==> run_1/metal_stack.png <==
Only two layers are drawn.
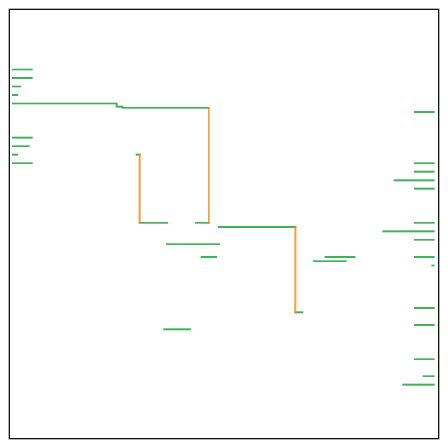
==> run_1/met2.png <==
Scale bar: 20 um.
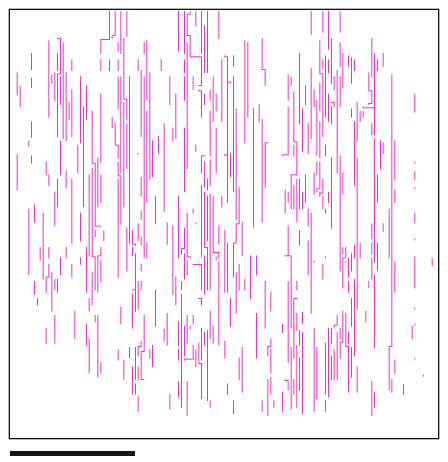
==> run_1/final_placement.png <==
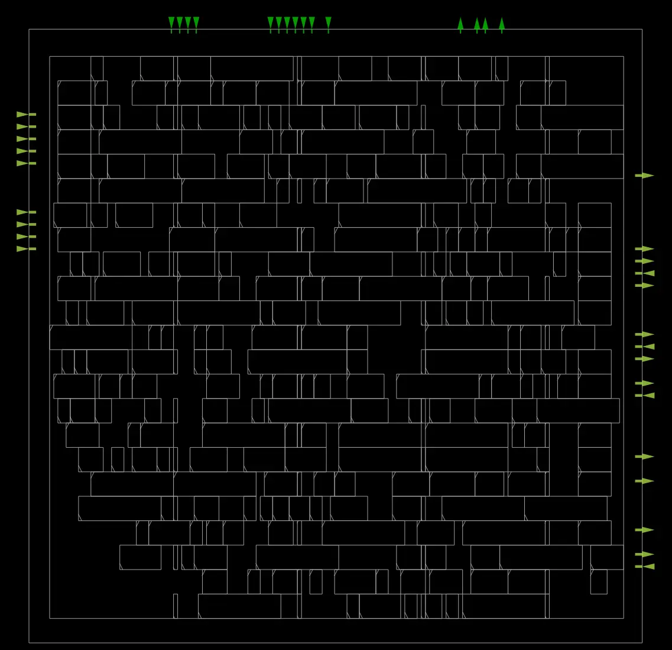
<file path="config.mk">
export PLATFORM = sky130hd
export DESIGN_NAME = reduce_gate_pipe
export DESIGN_NICKNAME = d
export VERILOG_FILES = /design/src/rtl/gate_pkg.sv /design/src/rtl/reduce_stage.sv /design/src/rtl/reduce_gate_pipe.sv
export SDC_FILE = /design/constraint.sdc
export NUM_CORES = 1
export LEC_CHECK = 0
export CORE_MARGIN = 2
export CORE_UTILIZATION = 55
export DETAILED_ROUTE_END_ITERATION = 7
export PLACE_DENSITY_LB_ADDON = 0.08
export SYNTH_ARGS = -nofsm -noshare
export SYNTH_HDL_FRONTEND = slang
export SYNTH_SLANG_ARGS = --single-unit
</file>
<file path="constraint.sdc">
create_clock -name clk -period 2.94 [get_ports clk]
set_clock_uncertainty 0.15 [all_clocks]
set_input_delay 0.588 -clock clk [delete_from_list [all_inputs] [get_ports clk]]
set_output_delay 0.588 -clock clk [all_outputs]
set_load 0.01 [all_outputs]
</file>
<file path="src/rtl/gate_pkg.sv">
// rtl/gate_pkg.sv - opcode types and gate helper functions for the reduction pipeline
package gate_pkg;

    typedef enum logic [2:0] {
        OP_AND  = 3'd0,
        OP_OR   = 3'd1,
        OP_XOR  = 3'd2,
        OP_NAND = 3'd3,
        OP_NOR  = 3'd4,
        OP_XNOR = 3'd5,
        OP_RSV6 = 3'd6,
        OP_RSV7 = 3'd7
    } op_e;

    typedef enum logic [1:0] {
        BASE_AND = 2'd0,
        BASE_OR  = 2'd1,
        BASE_XOR = 2'd2
    } base_e;

    // Fill bit for masked-off and padding positions: the identity element of the base gate.
    function automatic logic op_identity(input op_e op);
        case (op)
            OP_AND, OP_NAND: return 1'b1;
            default:         return 1'b0;
        endcase
    endfunction

    // Base gate used inside the tree; reserved opcodes reduce harmlessly as OR.
    function automatic base_e op_base(input op_e op);
        case (op)
            OP_AND, OP_NAND: return BASE_AND;
            OP_XOR, OP_XNOR: return BASE_XOR;
            default:         return BASE_OR;
        endcase
    endfunction

    // Inverting opcodes are reduced with their base gate and flipped once at the end.
    function automatic logic op_inverts(input op_e op);
        case (op)
            OP_NAND, OP_NOR, OP_XNOR: return 1'b1;
            default:                  return 1'b0;
        endcase
    endfunction

    function automatic logic op_reserved(input op_e op);
        return (op == OP_RSV6) || (op == OP_RSV7);
    endfunction

    function automatic logic gate_combine(input base_e base, input logic a, input logic b);
        case (base)
            BASE_AND: return a & b;
            BASE_XOR: return a ^ b;
            default:  return a | b;
        endcase
    endfunction

    // Tree levels already reduced once 'stages' tree stages have been passed.
    function automatic int levels_done(input int stages, input int lvl_per_stg, input int levels);
        int d;
        d = stages * lvl_per_stg;
        if (d < 0) begin
            d = 0;
        end
        if (d > levels) begin
            d = levels;
        end
        return d;
    endfunction

endpackage

</file>
<file path="src/rtl/reduce_stage.sv">
// rtl/reduce_stage.sv - combinational pairwise reduction over a fixed number of tree levels
module reduce_stage
    import gate_pkg::*;
#(
    parameter int IN_W   = 2,
    parameter int LEVELS = 1
) (
    input  base_e                      base_i,
    input  logic [IN_W-1:0]            data_i,
    output logic [(IN_W>>LEVELS)-1:0]  data_o
);

    // Level l holds IN_W >> l partial results; level 0 is the raw input.
    for (genvar l = 0; l <= LEVELS; l++) begin : g_lvl
        localparam int LW = IN_W >> l;
        logic [LW-1:0] v;

        if (l == 0) begin : g_in
            assign v = data_i;
        end else begin : g_red
            // Combine adjacent pairs of the previous level with the base gate.
            always_comb begin
                v = '0;
                for (int j = 0; j < LW; j++) begin
                    v[j] = gate_combine(base_i, g_lvl[l-1].v[2*j], g_lvl[l-1].v[2*j+1]);
                end
            end
        end
    end

    assign data_o = g_lvl[LEVELS].v;

endmodule

</file>
<file path="src/rtl/reduce_gate_pipe.sv">
// rtl/reduce_gate_pipe.sv - pipelined masked AND/OR/XOR reduction with flow control and true-result counter
module reduce_gate_pipe
    import gate_pkg::*;
#(
    parameter int WIDTH       = 8,
    parameter int LVL_PER_STG = 1,
    parameter int CNT_W       = 8
) (
    input  logic             clk,
    input  logic             rst_n,
    input  logic             in_valid,
    output logic             in_ready,
    input  logic [WIDTH-1:0] in_data,
    input  logic [WIDTH-1:0] in_mask,
    input  logic [2:0]       in_op,
    output logic             out_valid,
    input  logic             out_ready,
    output logic             out_bit,
    output logic [2:0]       out_op,
    output logic             out_err,
    input  logic             clear_count,
    output logic [CNT_W-1:0] ones_count
);

    localparam int LEVELS = (WIDTH > 1) ? $clog2(WIDTH) : 0;
    localparam int PW     = 1 << LEVELS;
    localparam int NTREE  = (LEVELS + LVL_PER_STG - 1) / LVL_PER_STG;
    localparam int NSTG   = 1 + NTREE;
    localparam int LAST   = NSTG - 1;
    localparam logic [CNT_W-1:0] CNT_MAX = '1;

    logic [NSTG-1:0]  vld_q;
    logic [NSTG-1:0]  vld_d;
    logic [NSTG-1:0]  rdy;
    logic [NSTG-1:0]  down_rdy;
    logic [NSTG-1:0]  load;
    logic             in_fill;
    logic [PW-1:0]    padded;
    logic [CNT_W-1:0] cnt_q;
    logic [CNT_W-1:0] cnt_d;

    // Replace masked-off bits and the power-of-two padding with the opcode's identity.
    always_comb begin
        in_fill           = op_identity(op_e'(in_op));
        padded            = {PW{in_fill}};
        padded[WIDTH-1:0] = (in_data & in_mask) | ({WIDTH{in_fill}} & ~in_mask);
    end

    // Ready ripples back from the consumer; a stage accepts when empty or when it is draining.
    always_comb begin
        logic acc;
        logic up;
        rdy      = '0;
        down_rdy = '0;
        load     = '0;
        vld_d    = vld_q;
        acc      = out_ready;
        for (int s = LAST; s >= 0; s--) begin
            down_rdy[s] = acc;
            acc         = !vld_q[s] || acc;
            rdy[s]      = acc;
        end
        up = in_valid;
        for (int s = 0; s < NSTG; s++) begin
            load[s]  = up && rdy[s];
            vld_d[s] = load[s] || (vld_q[s] && !down_rdy[s]);
            up       = vld_q[s];
        end
    end

    // Per-stage occupancy flags.
    always_ff @(posedge clk or negedge rst_n) begin
        if (!rst_n) begin
            vld_q <= '0;
        end else begin
            vld_q <= vld_d;
        end
    end

    for (genvar s = 0; s < NSTG; s++) begin : g_stg
        localparam int DONE_IN  = (s == 0) ? 0 : levels_done(s - 1, LVL_PER_STG, LEVELS);
        localparam int DONE_OUT = levels_done(s, LVL_PER_STG, LEVELS);
        localparam int IN_W     = PW >> DONE_IN;
        localparam int OUT_W    = PW >> DONE_OUT;

        logic [IN_W-1:0]  src;
        op_e              src_op;
        base_e            src_base;
        logic [OUT_W-1:0] red;
        logic [OUT_W-1:0] data_d;
        logic [OUT_W-1:0] data_q;
        op_e              op_q;

        if (s == 0) begin : g_head
            assign src    = padded;
            assign src_op = op_e'(in_op);
        end else begin : g_link
            assign src    = g_stg[s-1].data_q;
            assign src_op = g_stg[s-1].op_q;
        end

        assign src_base = op_base(src_op);

        reduce_stage #(
            .IN_W   (IN_W),
            .LEVELS (DONE_OUT - DONE_IN)
        ) u_reduce (
            .base_i (src_base),
            .data_i (src),
            .data_o (red)
        );

        // The final stage applies inversion and forces reserved opcodes to a zero result.
        always_comb begin
            data_d = red;
            if (s == LAST) begin
                if (op_reserved(src_op)) begin
                    data_d = '0;
                end else begin
                    data_d = red ^ {OUT_W{op_inverts(src_op)}};
                end
            end
        end

        // Stage payload: partial reduction plus the opcode that travels with it.
        always_ff @(posedge clk or negedge rst_n) begin
            if (!rst_n) begin
                data_q <= '0;
                op_q   <= OP_AND;
            end else if (load[s]) begin
                data_q <= data_d;
                op_q   <= src_op;
            end
        end
    end

    assign in_ready  = rdy[0];
    assign out_valid = vld_q[LAST];
    assign out_bit   = g_stg[LAST].data_q[0];
    assign out_op    = g_stg[LAST].op_q;
    assign out_err   = op_reserved(g_stg[LAST].op_q);

    // Count accepted true results; clear has priority and the count sticks at all-ones.
    always_comb begin
        cnt_d = cnt_q;
        if (clear_count) begin
            cnt_d = '0;
        end else if (out_valid && out_ready && out_bit && !out_err && (cnt_q != CNT_MAX)) begin
            cnt_d = cnt_q + 1'b1;
        end
    end

    // Result counter register.
    always_ff @(posedge clk or negedge rst_n) begin
        if (!rst_n) begin
            cnt_q <= '0;
        end else begin
            cnt_q <= cnt_d;
        end
    end

    assign ones_count = cnt_q;

endmodule

</file>
==> out/metrics.csv, run 1 <==
stage,metric,value,unit
synth,syn-mean-instance-area,9.933,um^2
routing,vias,1782,
setup_path,cp-start-kind,input pin,
placement,hpwlAfterDp,3.061,mm
global_route,grt_use_total,0.2069,
floorplan,taps,50,
clock_network,h-tree-depth,2,
synth,topCombFamilyByArea,simple AND/OR/NAND/NOR gates,
routing,routed_wirelength,4.213,mm
synth,xor_area_frac,0.003850,
placement,dpl_worst_slack,0.1822,ns
run,drv_cap,0,
setup_path,cp_max_fo,5,
setup_path,crit_slowest_cell,clkdlybuf4s50_1,
clock_network,clkTransAtPathRegs,0.08,ns
floorplan,die-area,4666,um^2
pwr,power_leakage,1.296,nW
routing,wl_met3,144,um
clock_network,clockBufferDepth,2,
layout,seq_area_frac,0.3470,
clock_network,numCtsBuffers,5,
run,warnings,33,
pwr,seq-power,782,uW
setup_path,reg2reg_depth,4,
floorplan,num_io_pins,39,
synth,yosys_area,2275,um^2
synth,topCellsByArea,"dfrtp_1 (43%), mux2_2 (10%), ha_1 (8.3%)",
layout,flop-count,39,
setup_path,crit_start,out_ready,
layout,largest_reg_flops,14,
clock_network,holdBufCountCts,0,
routing,drc,0,
routing,wl_per_cell,13.21,um
layout,logic_gates,160,
synth,ys_ff,39,
synth,ys_seq_frac,0.4290,
layout,stdcell_area,2813,um^2
clock_network,cts_tree,yes,
synth,ys_warn_count,0,
pwr,power_leader,sequential cells,
final_timing,fin_tns_setup,0,ns
synth,syn_nets,268,
layout,largestClassByArea,combinational gates,
setup_path,endpoint,in_ready,
synth,mux_area_frac,0.1128,
routing,ant_nets,0,
setup_path,critical_path_buf_inv_count,2,
layout,n_antenna_cell,0,
pwr,ir_drop,0.4020,mV
floorplan,die_w,68.31,um
final_timing,grt_setup_unrepaired,false,
layout,top_register,g_stg.data_q,
layout,lay_top_cells,"dfrtp_1 (39), clkdlybuf4s50_1 (37), nand2_1 (32)",
floorplan,fp-utilization,0.5687,
pwr,power-per-cell-area,693.5,nW/um^2
layout,regArea,975.9,um^2
final_timing,relSlewSlack,0.3429,
global_route,grt_pass1_wl,7.196,mm
pwr,power_switching,608.0,uW
clock_network,clock_sinks,39,
pwr,internal-power,1.343,mW
layout,fin_nets,307,
global_route,met2_usage,0.3495,
layout,layout_top_cell,dfrtp_1,
layout,final_cells,319,
setup_path,rrSetupSlack,0.98,ns
final_timing,hold_slack,0.2501,ns
final_timing,finalHoldViolations,0,
global_route,antenna_found_initial,0,
outcome,outcome,"finished, final reports clean",
setup_path,cp_slowest_stage_delay,0.48,ns
pwr,combPwrFrac,0.327,
clock_network,post_cts_resized,0,
layout,clkCellAreaFrac,0.04849,
final_timing,worst_slack,0.1578,ns
clock_network,clock_latency,0.29,ns
layout,logic_area,1172,um^2
global_route,met1_usage,0.2631,
pwr,pwr.group.clock,531,uW
Notes on metal_stack.png above:
colour	layer	wire length
green	met3	144 um
orange	met4	42.8 um

Notes on met2.png above:
wire length on this layer	2150 um
share of all routed wire	51%
main direction	vertical

Notes on final_placement.png above:
Placement Rows: 23
Filler cells: 338
final core occ: 0.7032

==> run 1 -> run 2 <==
==> constraint.sdc (replaced) <==
create_clock -name clk -period 2.94 [get_ports clk]
set_clock_uncertainty 0.15 [all_clocks]
set_input_delay 0.294 -clock clk [delete_from_list [all_inputs] [get_ports clk]]
set_output_delay 0.294 -clock clk [all_outputs]
set_load 0.01 [all_outputs]
==> run 2 against run 1 <==
Effect of this change: non-clock buffer count rose by 1; final area shrank 0.31%; via count down 1.1%; total power fell by 3.6%; clock-buffer cell count grew 1; worst hold slack improved by 0.079 ns; first-iteration DRC count fell by 31%; critical path type unchanged; largest cell class unchanged; maximum frequency increased by 25%; critical path depth did not move; global-route usage grew 0.34 points; setup slack improved by 0.56 ns.
==> out/metrics.csv, run 2 <==
stage,metric,value,unit,change
clock_network,clock_latency,0.29,ns,about the same
clock_network,h-tree-depth,2,,unchanged
clock_network,numCtsBuffers,5,,unchanged
floorplan,taps,50,,unchanged
layout,n_fill_cell,337,,-0.30%
setup_path,cp_max_fo,5,,unchanged
global_route,antenna_found_initial,0,,unchanged
placement,hpwlAfterDp,3.133,mm,+2.4%
clock_network,clockBufferDepth,2,,unchanged
setup_path,reg2reg_depth,4,,unchanged
synth,topCellsByArea,"dfrtp_1 (43%), mux2_2 (10%), ha_1 (8.3%)",,
pwr,power-per-cell-area,670.4,nW/um^2,-3.3%
clock_network,clock_sinks,39,,unchanged
floorplan,rows,23,,unchanged
layout,regArea,975.9,um^2,unchanged
synth,xor_area_frac,0.003850,,unchanged
synth,ys_seq_frac,0.4290,,unchanged
layout,n_antenna_cell,0,,unchanged
layout,layout_top_cell,dfrtp_1,,
synth,yosys_area,2275,um^2,unchanged
global_route,grt_pass1_wl,7.272,mm,+1.1%
layout,stdcell_area,2804,um^2,-0.31%
setup_path,crit_slowest_cell,clkdlybuf4s50_1,,
setup_path,crit_start,out_ready,,
synth,synthCells,229,,
run,drv_cap,0,,unchanged
final_timing,worst_slack,0.7187,ns,+0.5609 ns
global_route,met1_usage,0.2808,,+0.01765
clock_network,post_cts_resized,0,,unchanged
clock_network,clkTransAtPathRegs,0.08,ns,about the same
pwr,ir_drop,0.3292,mV,-18%
pwr,internal-power,1.279,mW,-4.8%
final_timing,grt_setup_unrepaired,false,,
routing,vias,1763,,-1.1%
setup_path,rrSetupSlack,0.94,ns,-0.04 ns
global_route,met2_usage,0.3410,,-0.008495
layout,lay_top_cells,"dfrtp_1 (39), clkdlybuf4s50_1 (37), nand2_1 (32)",,
pwr,pwr.group.clock,459,uW,-14%
floorplan,num_io_pins,39,,unchanged
setup_path,cp_slowest_stage_delay,0.49,ns,about the same
final_timing,hold_slack,0.3287,ns,+0.07857 ns
routing,drc,0,,unchanged
floorplan,fp-utilization,0.5687,,unchanged
layout,clkCellAreaFrac,0.04195,,-0.006542
synth,synth_area,2275,um^2,
pwr,p_total,1.880,mW,
clock_network,cts_tree,yes,,
synth,ys_ff,39,,unchanged
layout,logic_area,1172,um^2,unchanged
layout,fin_nets,308,,+0.33%
final_timing,relSlewSlack,0.3307,,-0.01225
pwr,power_switching,601.1,uW,-1.1%
layout,largestClassByArea,combinational gates,,
layout,final_cells,320,,+0.31%
global_route,grt_use_total,0.2103,,+0.003360
floorplan,die_w,68.31,um,unchanged
synth,mux_area_frac,0.1128,,unchanged
synth,syn_nets,268,,unchanged
run,warnings,33,,unchanged
pwr,power_leader,sequential cells,,
clock_network,holdBufCountCts,1,,+1
routing,wl_per_cell,13.36,um,+1.2%
pwr,seq-power,786,uW,+0.5%
synth,syn-mean-instance-area,9.933,um^2,unchanged
synth,ys_warn_count,0,,unchanged
routing,wl_met3,135,um,-6.3%
setup_path,cp-start-kind,input pin,,
outcome,outcome,"finished, final reports clean",,
synth,topCombFamilyByArea,simple AND/OR/NAND/NOR gates,,
floorplan,die-area,4666,um^2,unchanged
pwr,combPwrFrac,0.338,,+0.011
pwr,power_leakage,1.297,nW,about the same
routing,routed_wirelength,4.276,mm,+1.5%
routing,ant_nets,0,,unchanged
layout,largest_reg_flops,14,,unchanged
placement,dpl_worst_slack,0.6196,ns,+0.4374 ns
setup_path,critical_path_buf_inv_count,2,,unchanged
final_timing,finalHoldViolations,0,,unchanged
placement,gp_congestion,0.7075,,
==> run_2/met2.png <==
Scale bar: 20 um.
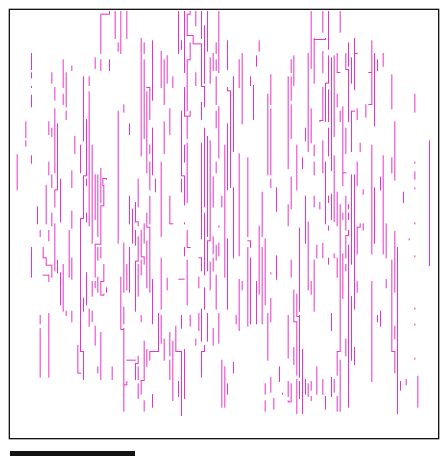
share of all routed wire	49%
longest straight run	26.5 um
wire length on this layer	2110 um
main direction	vertical

==> run_2/final_placement.png <==
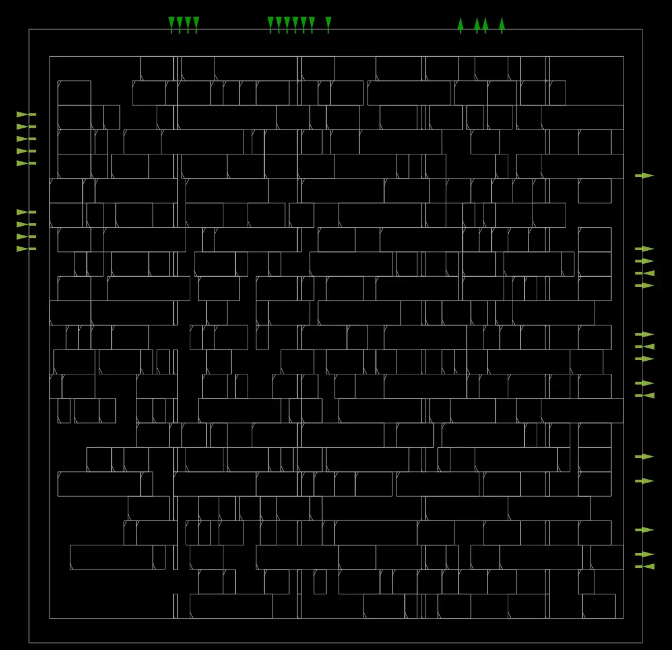
floorplan core area: 4000 um^2
Seq cells: 39
Seq/total area: 0.3481
final core occ: 0.7010

==> run 2 -> run 3 <==
Settings changed: CORE_UTILIZATION 55 to 48.
Clock period 2.94 ns to 1.8 ns, I/O delays scaled along.
==> run 3 against run 2 <==
Effect of this change: critical path depth grew 1; combinational power increased by about 70%; utilization decreased by 8.0 points; critical endpoint is now ones_count[1]$_DFFE_PN0P_; synthesized cell count did not move.
==> out/metrics.csv, run 3 <==
stage,metric,value,unit,change
outcome,outcome,"finished, final reports clean",,
clock_network,holdBufCountCts,1,,unchanged
synth,syn-mean-instance-area,9.933,um^2,unchanged
layout,layout_top_cell,dfrtp_1,,
run,warnings,33,,unchanged
synth,edf_count,0,,
final_timing,worst_slack,0.08266,ns,-0.6361 ns
setup_path,cp-start-kind,flop,,
pwr,ir_drop,0.4795,mV,+46%
setup_path,crit_slowest_cell,or3b_2,,
synth,syn_nets,268,,unchanged
layout,regArea,975.9,um^2,unchanged
floorplan,num_io_pins,39,,unchanged
clock_network,cts_tree,yes,,
layout,final_cells,334,,+4.4%
global_route,grt_use_total,0.1790,,-0.03129
synth,synth_area,2275,um^2,unchanged
setup_path,critical_path_buf_inv_count,0,,-2
pwr,seq-power,1.28,mW,+63%
floorplan,fp-utilization,0.4881,,-0.08060
floorplan,die_w,72.84,um,+6.6%
pwr,combPwrFrac,0.359,,+0.021
clock_network,h-tree-depth,2,,unchanged
pwr,power-per-cell-area,1035,nW/um^2,+54%
synth,yosys_area,2275,um^2,unchanged
pwr,power_switching,966.2,uW,+61%
setup_path,rrSetupSlack,0.08,ns,-0.86 ns
routing,routed_wirelength,4.231,mm,-1.1%
setup_path,crit_start,ones_count[0]$_DFFE_PN0P_,,
layout,fin_nets,318,,+3.2%
layout,logic_area,1172,um^2,unchanged
final_timing,hold_slack,0.2105,ns,-0.1181 ns
floorplan,die-area,5306,um^2,+14%
pwr,power_leader,sequential cells,,
setup_path,cp_slowest_stage_delay,0.46,ns,-0.03 ns
clock_network,clkTransAtPathRegs,0.07,ns,about the same
layout,stdcell_area,2893,um^2,+3.2%
global_route,antenna_found_initial,0,,unchanged
setup_path,cp_top_family,simple AND/OR/NAND/NOR gates,,
global_route,grt-ovfl-total,0,,
final_timing,relSlewSlack,0.6812,,+0.3506
clock_network,numCtsBuffers,5,,unchanged
routing,wl_met3,129,um,-4.4%
pwr,power_leakage,1.356,nW,+4.5%
run,drv_cap,0,,unchanged
placement,hpwlAfterDp,3.230,mm,+3.1%
layout,lay_top_cells,"dfrtp_1 (39), clkdlybuf4s50_1 (35), nand2_1 (32)",,
layout,largest_reg_flops,14,,unchanged
layout,flop-count,39,,unchanged
synth,xor_area_frac,0.003850,,unchanged
routing,drc,0,,unchanged
routing,vias,1773,,+0.57%
routing,ant_nets,0,,unchanged
global_route,met2_usage,0.2768,,-0.06425
floorplan,core_area,4661,um^2,+17%
layout,fin_util,0.6207,,-0.08030
clock_network,clock_sinks,39,,unchanged
synth,topCombFamilyByArea,simple AND/OR/NAND/NOR gates,,
worst_hold_path,hold_path_class,in2async,,
synth,ys_seq_frac,0.4290,,unchanged
synth,synthCells,229,,unchanged
placement,placed_cell_area,2774,um^2,
global_route,grt_pass1_wl,7.362,mm,+1.2%
layout,n_fill_cell,405,,+20%
pwr,internal-power,2.028,mW,+59%
placement,dpl_worst_slack,-0.1537,ns,-0.7734 ns
final_timing,grt_setup_unrepaired,false,,
floorplan,rows,25,,+8.7%
clock_network,clockBufferDepth,2,,unchanged
layout,largestClassByArea,combinational gates,,
clock_network,post_cts_resized,1,,+1
synth,ys_ff,39,,unchanged
floorplan,taps,54,,+8.0%
routing,wl_per_cell,12.67,um,-5.2%
pwr,p_total,2.994,mW,+59%
synth,mux_area_frac,0.1128,,unchanged
==> run_3/metal_stack.png <==
Only two layers are drawn.
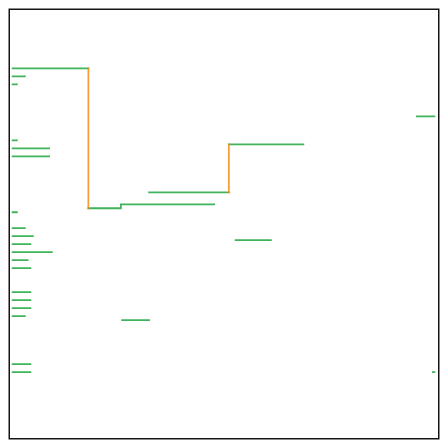
colour	layer	wire length
orange	met4	32.0 um
green	met3	129 um

==> run_3/registers.png <==
Other sequential cells in the stronger grey, the rest of the logic in the fainter grey.
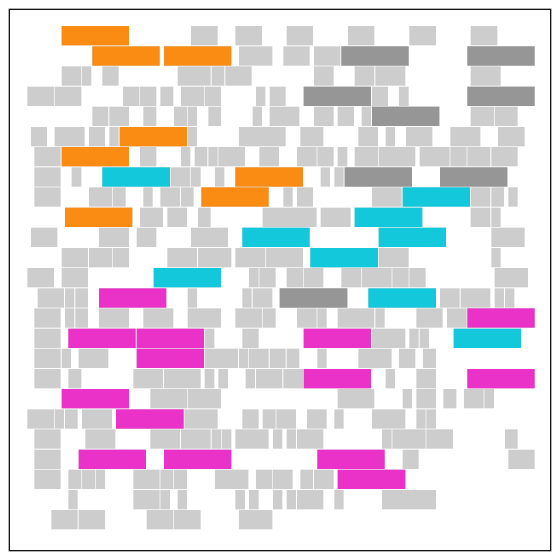
colour	name in the netlist	flops
cyan	g_stg.op_q	9
orange	ones_count	8
magenta	g_stg.data_q	14
not coloured	8


==> notes/layouts.md <==
Pictures saved along the way, in no particular order.

Port wiring.
Scale bar: 20 um.
panel A
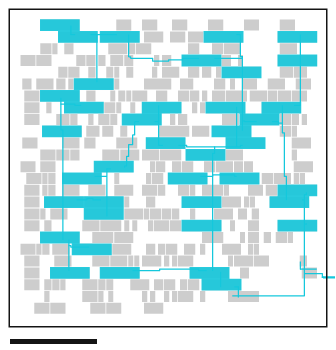
panel B
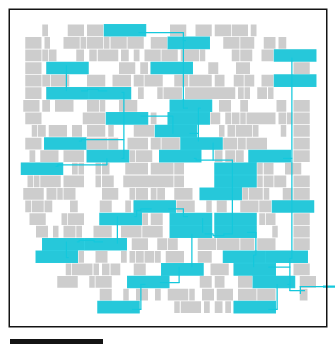
| picture | from |
|---|---|
| panel A | run 3 |
| panel B | run 1 |

Power figures rest on the tool's default switching activity, not on a simulated workload.
